$ cat config.mk
export PLATFORM = sky130hd
export DESIGN_NAME = alu_issue_decoder
export DESIGN_NICKNAME = d
export VERILOG_FILES = /design/src/rtl/alu_issue_decoder.sv
export SDC_FILE = /design/constraint.sdc
export NUM_CORES = 1
export LEC_CHECK = 0
export ABC_AREA = 0
export CAP_MARGIN = 40
export CORE_MARGIN = 8
export CORE_UTILIZATION = 25
export CTS_CLUSTER_SIZE = 30
export DETAILED_ROUTE_END_ITERATION = 6
export GPL_ROUTABILITY_DRIVEN = 0
export SLEW_MARGIN = 25
export SYNTH_ARGS = -nofsm -noshare
export SYNTH_HDL_FRONTEND = slang
export SYNTH_SLANG_ARGS = --single-unit
$ cat constraint.sdc
create_clock -name clk -period 2.56 [get_ports clk]
set_input_delay 0.384 -clock clk [delete_from_list [all_inputs] [get_ports clk]]
set_output_delay 0.384 -clock clk [all_outputs]
set_load 0.1 [all_outputs]
$ cat src/rtl/alu_issue_decoder.sv
// RV32I ALU-issue decoder: decodes one instruction per cycle into an ALU control
// bundle and delivers it through a 2-entry skid buffer (output register + skid).
module alu_issue_decoder #(
  parameter int WIDTH = 32
) (
  input  logic             clk,
  input  logic             rst,
  input  logic             in_valid,
  output logic             in_ready,
  input  logic [31:0]      instr,
  output logic             out_valid,
  input  logic             out_ready,
  output logic [3:0]       alu_control,
  output logic [WIDTH-1:0] imm,
  output logic             use_imm,
  output logic             is_branch,
  output logic             take_if_zero,
  output logic             is_jump,
  output logic             illegal
);

  localparam logic [6:0] OPC_OP     = 7'b0110011;
  localparam logic [6:0] OPC_OP_IMM = 7'b0010011;
  localparam logic [6:0] OPC_BRANCH = 7'b1100011;
  localparam logic [6:0] OPC_LOAD   = 7'b0000011;
  localparam logic [6:0] OPC_STORE  = 7'b0100011;
  localparam logic [6:0] OPC_JALR   = 7'b1100111;
  localparam logic [6:0] F7_ZERO    = 7'b0000000;
  localparam logic [6:0] F7_ALT     = 7'b0100000;

  typedef struct packed {
    logic [3:0]       alu_control;
    logic [WIDTH-1:0] imm;
    logic             use_imm;
    logic             is_branch;
    logic             take_if_zero;
    logic             is_jump;
    logic             illegal;
  } bundle_t;

  logic [2:0]       funct3;
  logic [6:0]       funct7;
  logic [WIDTH-1:0] imm_i, imm_s, imm_b, imm_shamt;
  logic             legal;
  bundle_t          dec;

  assign funct3    = instr[14:12];
  assign funct7    = instr[31:25];
  assign imm_i     = {{(WIDTH-12){instr[31]}}, instr[31:20]};
  assign imm_s     = {{(WIDTH-12){instr[31]}}, instr[31:25], instr[11:7]};
  assign imm_b     = {{(WIDTH-12){instr[31]}}, instr[7], instr[30:25], instr[11:8], 1'b0};
  assign imm_shamt = {{(WIDTH-5){1'b0}}, instr[24:20]};

  always_comb begin
    // NOTE: every field gets a default before the case so no path infers a latch.
    dec   = '0;
    legal = 1'b1;
    // All legal opcodes end in 2'b11, so the opcode match also rejects instr[1:0] != 11.
    case (instr[6:0])
      OPC_OP: begin
        dec.alu_control = {instr[30], funct3};
        legal = (funct7 == F7_ZERO) ||
                ((funct7 == F7_ALT) && ((funct3 == 3'b000) || (funct3 == 3'b101)));
      end
      OPC_OP_IMM: begin
        dec.use_imm     = 1'b1;
        dec.alu_control = {(funct3 == 3'b101) && instr[30], funct3};
        dec.imm         = imm_i;
        if (funct3 == 3'b001) begin
          dec.imm = imm_shamt;
          legal   = (funct7 == F7_ZERO);
        end else if (funct3 == 3'b101) begin
          dec.imm = imm_shamt;
          legal   = (funct7 == F7_ZERO) || (funct7 == F7_ALT);
        end
      end
      OPC_BRANCH: begin
        dec.is_branch    = 1'b1;
        dec.imm          = imm_b;
        dec.take_if_zero = 1'b1;
        case (funct3)
          3'b000: dec.alu_control = 4'b1000;
          3'b001: begin
            dec.alu_control  = 4'b1000;
            dec.take_if_zero = 1'b0;
          end
          3'b100: dec.alu_control = 4'b0010;
          3'b101: dec.alu_control = 4'b1010;
          3'b110: dec.alu_control = 4'b0011;
          3'b111: dec.alu_control = 4'b1011;
          default: legal = 1'b0;
        endcase
      end
      OPC_LOAD: begin
        dec.use_imm = 1'b1;
        dec.imm     = imm_i;
      end
      OPC_STORE: begin
        dec.use_imm = 1'b1;
        dec.imm     = imm_s;
      end
      OPC_JALR: begin
        dec.use_imm = 1'b1;
        dec.imm     = imm_i;
        dec.is_jump = 1'b1;
        legal       = (funct3 == 3'b000);
      end
      default: legal = 1'b0;
    endcase
    if (!legal) begin
      dec         = '0;
      dec.illegal = 1'b1;
    end
  end

  logic    accept, out_free;
  logic    skid_valid, skid_valid_d, out_valid_d;
  bundle_t out_q, out_d, skid_q, skid_d;

  assign accept   = in_valid && in_ready;
  assign out_free = !out_valid || out_ready;

  always_comb begin
    out_valid_d  = out_valid;
    out_d        = out_q;
    skid_valid_d = skid_valid;
    skid_d       = skid_q;
    if (out_free) begin
      if (skid_valid) begin
        out_valid_d  = 1'b1;
        out_d        = skid_q;
        skid_valid_d = accept;
        if (accept) skid_d = dec;
      end else begin
        out_valid_d = accept;
        if (accept) out_d = dec;
      end
    end else if (accept) begin
      skid_valid_d = 1'b1;
      skid_d       = dec;
    end
  end

  // Data registers are reset too: all output fields must read 0 during reset.
  always_ff @(posedge clk or posedge rst) begin
    if (rst) begin
      out_valid  <= 1'b0;
      out_q      <= '0;
      skid_valid <= 1'b0;
      skid_q     <= '0;
      in_ready   <= 1'b0;
    end else begin
      // NOTE: non-blocking assignments keep all state updates race-free on the edge.
      out_valid  <= out_valid_d;
      out_q      <= out_d;
      skid_valid <= skid_valid_d;
      skid_q     <= skid_d;
      in_ready   <= !skid_valid_d;
    end
  end

  assign alu_control  = out_q.alu_control;
  assign imm          = out_q.imm;
  assign use_imm      = out_q.use_imm;
  assign is_branch    = out_q.is_branch;
  assign take_if_zero = out_q.take_if_zero;
  assign is_jump      = out_q.is_jump;
  assign illegal      = out_q.illegal;

endmodule
### Met3 routing

The bar under the picture is 20 um long.
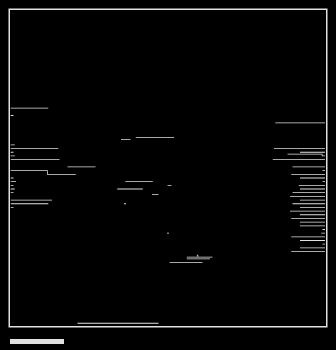
main direction: horizontal
nets with wire on the layer: 53
wire length on this layer: 504 um
met3 Use GR: 2.41%
Total Routed Length: 7020 um

### Met2 routing

The bar under the picture is 20 um long.
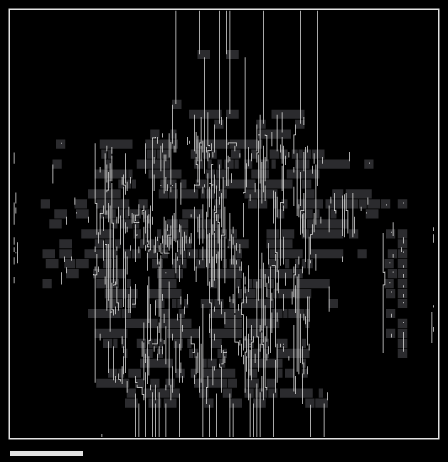
wire length on this layer: 3240 um
nets with wire on the layer: 305
longest straight run: 47.8 um
routed vias: 2200
met2 Use GR: 16.7%

### Sequential cells grouped by signal name

The bar under the picture is 20 um long. Other sequential cells in the stronger grey, the rest of the logic in the fainter grey.
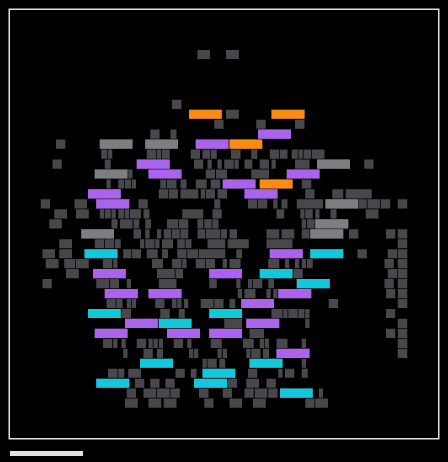
| colour | signal | flops |
|---|---|---|
| cyan | imm | 13 |
| purple | skid_q | 22 |
| orange | alu_control | 4 |
flip-flop and latch area: 1180 um2
Finished Core Util: 32.9%
flop share of the area: 35.4%

### M1 wires

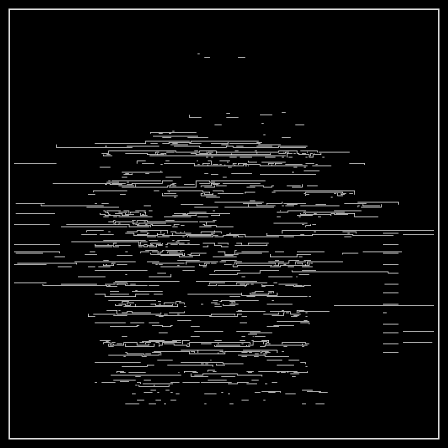
share of all routed wire: 46%
longest straight run: 41.4 um
nets with wire on the layer: 307
wire length on this layer: 3200 um
main direction: horizontal

[logic make-up (layout without fill, tap and decap cells)]
logic type / Yosys count / count (layout) / synth area share [%]
simple gates: 83 / 83 / 16.2
xor+xnor: 1 / 1 / 0.344
compound gates: 93 / 93 / 26.0
flops: 47 / 47 / 46.2
buf+inv: 50 / 103 / 10.8
mux: 1 / 1 / 0.443
[layout make-up]
cell class                 count  area [um2]
timing repair buffer          86         758
inverter                      10        37.5
fill                        1070        6770
sequential                    47        1180
clock inverter                 1        5.00
clock buffer                   6        82.6
tap                          136         170
multi-input combinational    178        1090
==> CHANGELOG.md <==
### Metrics

* Status: complete, no violations
* # diodes at 0
* Reg-to-reg startpoint: out_valid
* Largest net degree at the start of global routing at 39
* Min-Delay Path Class: in2async
* Top reg by flops: skid_q
* Worst setup path endpoint: illegal
* Reg clk slew, reported paths at 80 ps
* Fin Clk Skew at 3.89 ps
* Post-Syn Area at ~2500 um2
* CTS Buf Count at 5
* IO Count at 79
* Syn_nets at 311
* Pre-CTS setup slack at -32.5 ps
* Die height at 117 um
* Most frequent cell after synthesis: dfrtp_1
* Busiest grt layer: met2
* Most numerous logic cells after layout: buf_4 (53), dfrtp_1 (47), nand2_1 (44), clkdlybuf4s50_1 (30), o31ai_1 (29)
* First-pass GRT wire length at 11100 um
* Dominant Register Cell: dfrtp_1
* Core Region at 10100 um2
* Met2 Wirelength at 3240 um
* CTS resizes at 0
* Registers, synthesis at 47
* CP cell instances: clkdlybuf4s50_1, or4_4, o41ai_2, a32oi_2, and3_4, a221o_1
* Reg-to-reg endpoint: imm[0]
* Vias in the first global route at ~2100
* Synth Area per Inst at 9.25 um2
* Max cap viols at 0
* H-tree levels at 2
* Chip area at 13700 um2
* Post-DRT Antenna Nets at 0
* Initial core utilization at 25.2%
* Cts-stage hold buffer count at 0
* Crit. End Element: flop
* Top cells by area: dfrtp_1 (46%), o31ai_1 (8.6%), nand2_1 (6.5%)
